`src/rtl/proc_pkg.sv`:
```
// Shared definitions for the 16-bit multicycle processor: data width,
// data-memory responder state encodings and the memory opcode values.
package proc_pkg;

    localparam int DATA_W = 16;

    typedef enum logic [1:0] {
        MR_IDLE = 2'b00,
        MR_WAIT = 2'b01,
        MR_RESP = 2'b10
    } mr_state_t;

    localparam logic [3:0] OP_LW = 4'b0001;
    localparam logic [3:0] OP_SW = 4'b0010;

endpackage

```
`src/rtl/mem_responder_mem_array.sv`:
```
// DEPTH x DATA_W synchronous single-port RAM. A write stores wdata; a read
// loads the registered output. The output holds whenever no read is issued.
module mem_array #(
    parameter int DATA_W = 16,
    parameter int ADDR_W = 8
) (
    input  logic              clk,
    input  logic              en,
    input  logic              we,
    input  logic [ADDR_W-1:0] addr,
    input  logic [DATA_W-1:0] wdata,
    output logic [DATA_W-1:0] rdata
);

    localparam int DEPTH = 2 ** ADDR_W;

    logic [DATA_W-1:0] mem [DEPTH];

    // Single port: either write the addressed word or register its contents.
    always_ff @(posedge clk) begin
        if (en) begin
            if (we) begin
                mem[addr] <= wdata;
            end else begin
                rdata <= mem[addr];
            end
        end
    end

endmodule

```
`src/rtl/mem_responder.sv`:
```
// Data-memory responder: captures a single-cycle MemRead/MemWrite request,
// waits WAIT_CYCLES, performs the access and returns a one-cycle mem_ready.
// Protocol violations (both strobes, or any strobe while busy) and
// out-of-range addresses pulse mem_err.
module mem_responder #(
    parameter int DATA_W      = proc_pkg::DATA_W,
    parameter int ADDR_W      = 8,
    parameter int WAIT_CYCLES = 2
) (
    input  logic              clk,
    input  logic              rst,
    input  logic              MemRead,
    input  logic              MemWrite,
    input  logic [15:0]       addr,
    input  logic [DATA_W-1:0] wdata,
    output logic [DATA_W-1:0] rdata,
    output logic              mem_ready,
    output logic              mem_busy,
    output logic              mem_err
);

    import proc_pkg::*;

    mr_state_t         state;
    logic [3:0]        cnt;
    logic [3:0]        op_q;
    logic [ADDR_W-1:0] addr_q;
    logic [DATA_W-1:0] wdata_q;
    logic              range_err_q;
    logic              rd_zero_q;

    logic              strobe_any;
    logic              strobe_one;
    logic              addr_oor;
    logic              capture;
    logic              ram_en;
    logic              ram_we;
    logic [DATA_W-1:0] ram_q;

    assign strobe_any = MemRead | MemWrite;
    assign strobe_one = MemRead ^ MemWrite;
    assign addr_oor   = (addr >> ADDR_W) != 16'd0;
    assign capture    = rst && (state == MR_IDLE) && strobe_one;

    // The access happens on the RESP edge; an asserted reset or an
    // out-of-range address keeps the array untouched.
    assign ram_en = rst && (state == MR_RESP) && !range_err_q;
    assign ram_we = (op_q == OP_SW);

    // rdata shows the last completed read: zero after reset or after an
    // out-of-range read, otherwise the RAM output register.
    assign rdata = rd_zero_q ? '0 : ram_q;

    mem_array #(
        .DATA_W (DATA_W),
        .ADDR_W (ADDR_W)
    ) u_mem_array (
        .clk   (clk),
        .en    (ram_en),
        .we    (ram_we),
        .addr  (addr_q),
        .wdata (wdata_q),
        .rdata (ram_q)
    );

    // Request capture: opcode, address, store data and range status.
    always_ff @(posedge clk) begin
        if (capture) begin
            op_q        <= MemWrite ? OP_SW : OP_LW;
            addr_q      <= addr[ADDR_W-1:0];
            wdata_q     <= wdata;
            range_err_q <= addr_oor;
        end
    end

    // Control FSM: IDLE -> WAIT -> RESP -> IDLE with registered status outputs.
    always_ff @(posedge clk) begin
        if (!rst) begin
            state     <= MR_IDLE;
            cnt       <= 4'd0;
            mem_ready <= 1'b0;
            mem_busy  <= 1'b0;
            mem_err   <= 1'b0;
            rd_zero_q <= 1'b1;
        end else begin
            mem_ready <= 1'b0;
            mem_err   <= 1'b0;
            case (state)
                MR_IDLE: begin
                    if (MemRead && MemWrite) begin
                        mem_err <= 1'b1;
                    end else if (strobe_one) begin
                        cnt      <= 4'(WAIT_CYCLES);
                        mem_busy <= 1'b1;
                        state    <= (WAIT_CYCLES == 0) ? MR_RESP : MR_WAIT;
                    end
                end
                MR_WAIT: begin
                    if (strobe_any) begin
                        mem_err <= 1'b1;
                    end
                    cnt <= cnt - 4'd1;
                    if (cnt == 4'd1) begin
                        state <= MR_RESP;
                    end
                end
                MR_RESP: begin
                    mem_ready <= 1'b1;
                    mem_busy  <= 1'b0;
                    mem_err   <= range_err_q | strobe_any;
                    if (op_q == OP_LW) begin
                        rd_zero_q <= range_err_q;
                    end
                    state <= MR_IDLE;
                end
                default: begin
                    mem_busy <= 1'b0;
                    state    <= MR_IDLE;
                end
            endcase
        end
    end

endmodule

```
`config.mk`:
```
export PLATFORM = sky130hd
export DESIGN_NAME = mem_responder
export DESIGN_NICKNAME = d
export VERILOG_FILES = /design/src/rtl/proc_pkg.sv /design/src/rtl/mem_responder_mem_array.sv /design/src/rtl/mem_responder.sv
export SDC_FILE = /design/constraint.sdc
export NUM_CORES = 2
export LEC_CHECK = 0
export CORE_ASPECT_RATIO = 0.8
export CORE_MARGIN = 2
export CORE_UTILIZATION = 55
export DETAILED_ROUTE_END_ITERATION = 10
export GPL_TIMING_DRIVEN = 1
export PLACE_DENSITY = 0.71
export SLEW_MARGIN = 20
export SYNTH_ARGS = -nofsm -noshare
export SYNTH_HDL_FRONTEND = slang
export SYNTH_HIERARCHICAL = 1
export SYNTH_SLANG_ARGS = --single-unit
```
`constraint.sdc`:
```
create_clock -name clk -period 5.1 [get_ports clk]
set_input_delay 0.51 -clock clk [delete_from_list [all_inputs] [get_ports clk]]
set_output_delay 0.51 -clock clk [all_outputs]
set_load 0.05 [all_outputs]
```
### Ports around the boundary

Pins as bars across the die edge, other pins in gray.
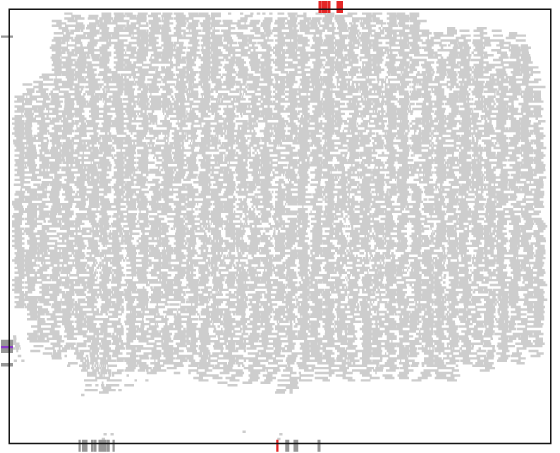
`rdata` -> red  # pins 16, direction output, edge 15 north, 1 south
`mem_ready` -> purple  # pins 1, direction output, edge west
all pins by edge = 27 south, 15 north, 13 west
Buffers on Ports: 54
DIE WIDTH: 600.7 microns
Die Height: 481.4 microns

### Sequential cells grouped by signal name

(1 px per micron)
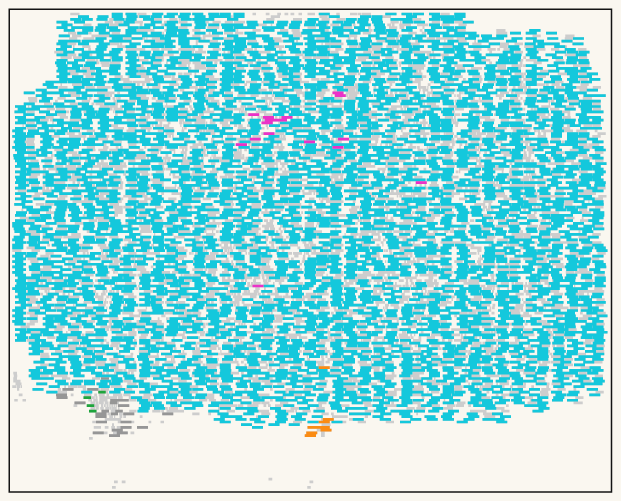
`addr_q` -> orange  # sequential cells 8, where south
`cnt` -> green  # sequential cells 4, where south-west
`u_mem_array/mem` -> cyan  # sequential cells 4096, where widely spread
`u_mem_array/rdata` -> magenta  # sequential cells 16, where north
not colored = 25
flop share of the area: 70.08%
storage element area: 124500 sq um
power consumed by sequential cells: 37600 uW
final core utilization: 62.60%

==> summary.txt <==
Synthesis and PnR results.

- The run finished with clean final reports.
- The number of post-CTS setup repair buffers is 0.
- The number of top-level pins is 55.
- The most heavily used metal layer in global routing reads met1.
- After routing the design area is 177600 sq um.
- The via density per instance reads approximately 6.8.
- The highest-power group reads registers.
- The worst setup skew after layout is 0.04954 ns.
- The OpenROAD report gives the critical path a data arrival time of approximately 5.5 ns.
- The worst-case headroom to the max-slew limit is 16.30%.
- The violation count after the first detailed-route iteration is 13.77k.
- The reg-to-reg critical path endpoint is u_mem_array/rdata[8].
- The setup slack of the most critical reg-to-reg path is 0.17 ns.
- Note, the detailed placer reported a final HPWL of 237300 microns.
- The start point of the worst hold path is addr[1].
- Summing internal, switching and leakage power gives 68630 uW.
- The achievable frequency is between 200 and 250 MHz.
- By startpoint and endpoint, the worst setup path is classified as flop to flop.
- In the hold report, the worst path ends at addr_q[1].
- The root cell of the clock tree is clkbuf_16.
- Looking at the clock tree report, the H-tree level count equals 5.
- The slowest cell on the critical path is o41ai_1.
- The cell depth of the worst setup path is 8.
- The startpoint type of the worst setup path is a flop.
- The clock tree from TritonCTS reads built.
- The most popular library cell in the synthesized design by count reads edfxtp_1.
- By count the netlist is led by edfxtp_1 (4139), mux4_2 (1024), a22oi_1 (512).
- The share of async-settable or async-resettable flops after synthesis reads 0%.
- Setup repair after global routing left no endpoint under its margin.
- The cell leakage power is 0.05484 uW.
- The portion of the post-synthesis area used by sequential elements is 79.46%.
- Prior to clock tree synthesis, the placed netlist has a worst setup slack of just under 0.4 ns.
- Adding up every negative setup slack in the final design gives 0 ns.
- By area the synthesized netlist is led by edfxtp_1 (79%), mux4_2 (15%), a22oi_1 (2.5%).
- The critical path buffer and inverter count is 3.
- The critical path's top delay family reads AND-OR/OR-AND gates.
- The first-pass GRT wire length is 566900 microns.
- The power in the clock group is ~28000 uW.
- The via count of the first global-routing pass is 75.23k.
- For this block, the via count after detailed routing is 77.69k.
- The count of hold buffers inserted by post-cts repair reads 0.
- The critical path in the final layout is reported with a setup slack of 0.1741 ns.
- The synthesis warning total is 6.
- The placeable core area is 283800 sq um.
- The registers of the reported paths see a clock transition of about 0.06 ns.
- The count of cells resized by post-cts repair is 0.
- The total power divided by cell area reads 386.3 nW/um^2.
- Per STA, the startpoint of the critical path is addr_q[0].
- Per the detailed-route log, wirelength across all metal layers totals 400900 microns.
- Cells with a size suffix above 1 make up 28.08% of the layout.
- The net count reported at finish is 7437.
- The last element of the critical path reads u_mem_array/rdata[8].
- The final weighted congestion in routability-driven placement is 0.8902.
- The net count entering floorplan reads 6848.
- Post-synth the commonest register cell is edfxtp_1.
- The cell sequence reported for the critical path is buf_12 > buf_12 > buf_4 > mux4_2 > a22oi_1 > a21oi_1 > o41ai_1 > nand4_1.
- The total cells reported by yosys after synthesis reads 6808.
### Close-up of the layout

Window x 288 to 313, y 132 to 157 microns. Cells in gray, sequential cells in the stronger gray; small squares are vias.
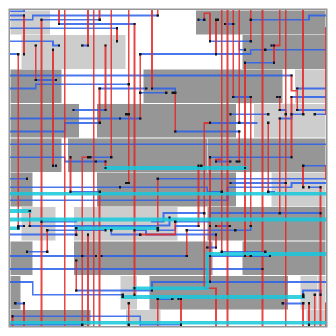
M3 -> cyan
M2 -> red
M1 -> blue
most frequent = edfxtp_1 (11), mux4_2 (4), nor2_1 (2)
cells with their middle in the window = 18
sequential cells in the window = 11
netlist names of flops here include = `u_mem_array/mem` (11)

### Routing congestion

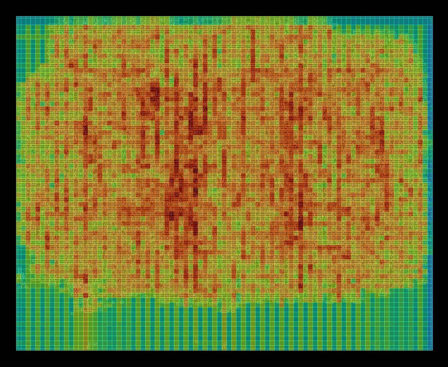
average detailed-routed wire length per instance: 34.86 microns
GRT met1 Usage: 41.45%
total global routing track utilization: 27.64%
routing usage on met2: 40.92%
met3 track demand over resource in global routing: 6.449%

==> kinds of logic (layout without fill, tap and decap cells) <==
| family | after synthesis | in the layout | synth area share, % |
|---|---|---|---|
| muxes | 1025 | 1025 | 14.73 |
| buffers and inverters | 420 | 1301 | 1.105 |
| other | 0 | 6 | 0 |
| DFF | 4149 | 4149 | 79.46 |
| AOI/OAI and AO/OA | 842 | 842 | 3.671 |
| adders and majority gates | 4 | 4 | 0.03195 |
| and+or+nand+nor | 368 | 368 | 1.005 |
==> layout make-up <==
type | count | area share (%)
inverters | 7 | 0.01479
clock buffers | 450 | 5.525
diodes | 6 | 0.008452
well taps | 3805 | 2.680
flip-flops and latches | 4149 | 70.08
multi-input cells | 2239 | 17.24
clock inverters | 215 | 1.192
repair buffers | 629 | 3.257
Power figures rest on the tool's default switching activity, not on a simulated workload.
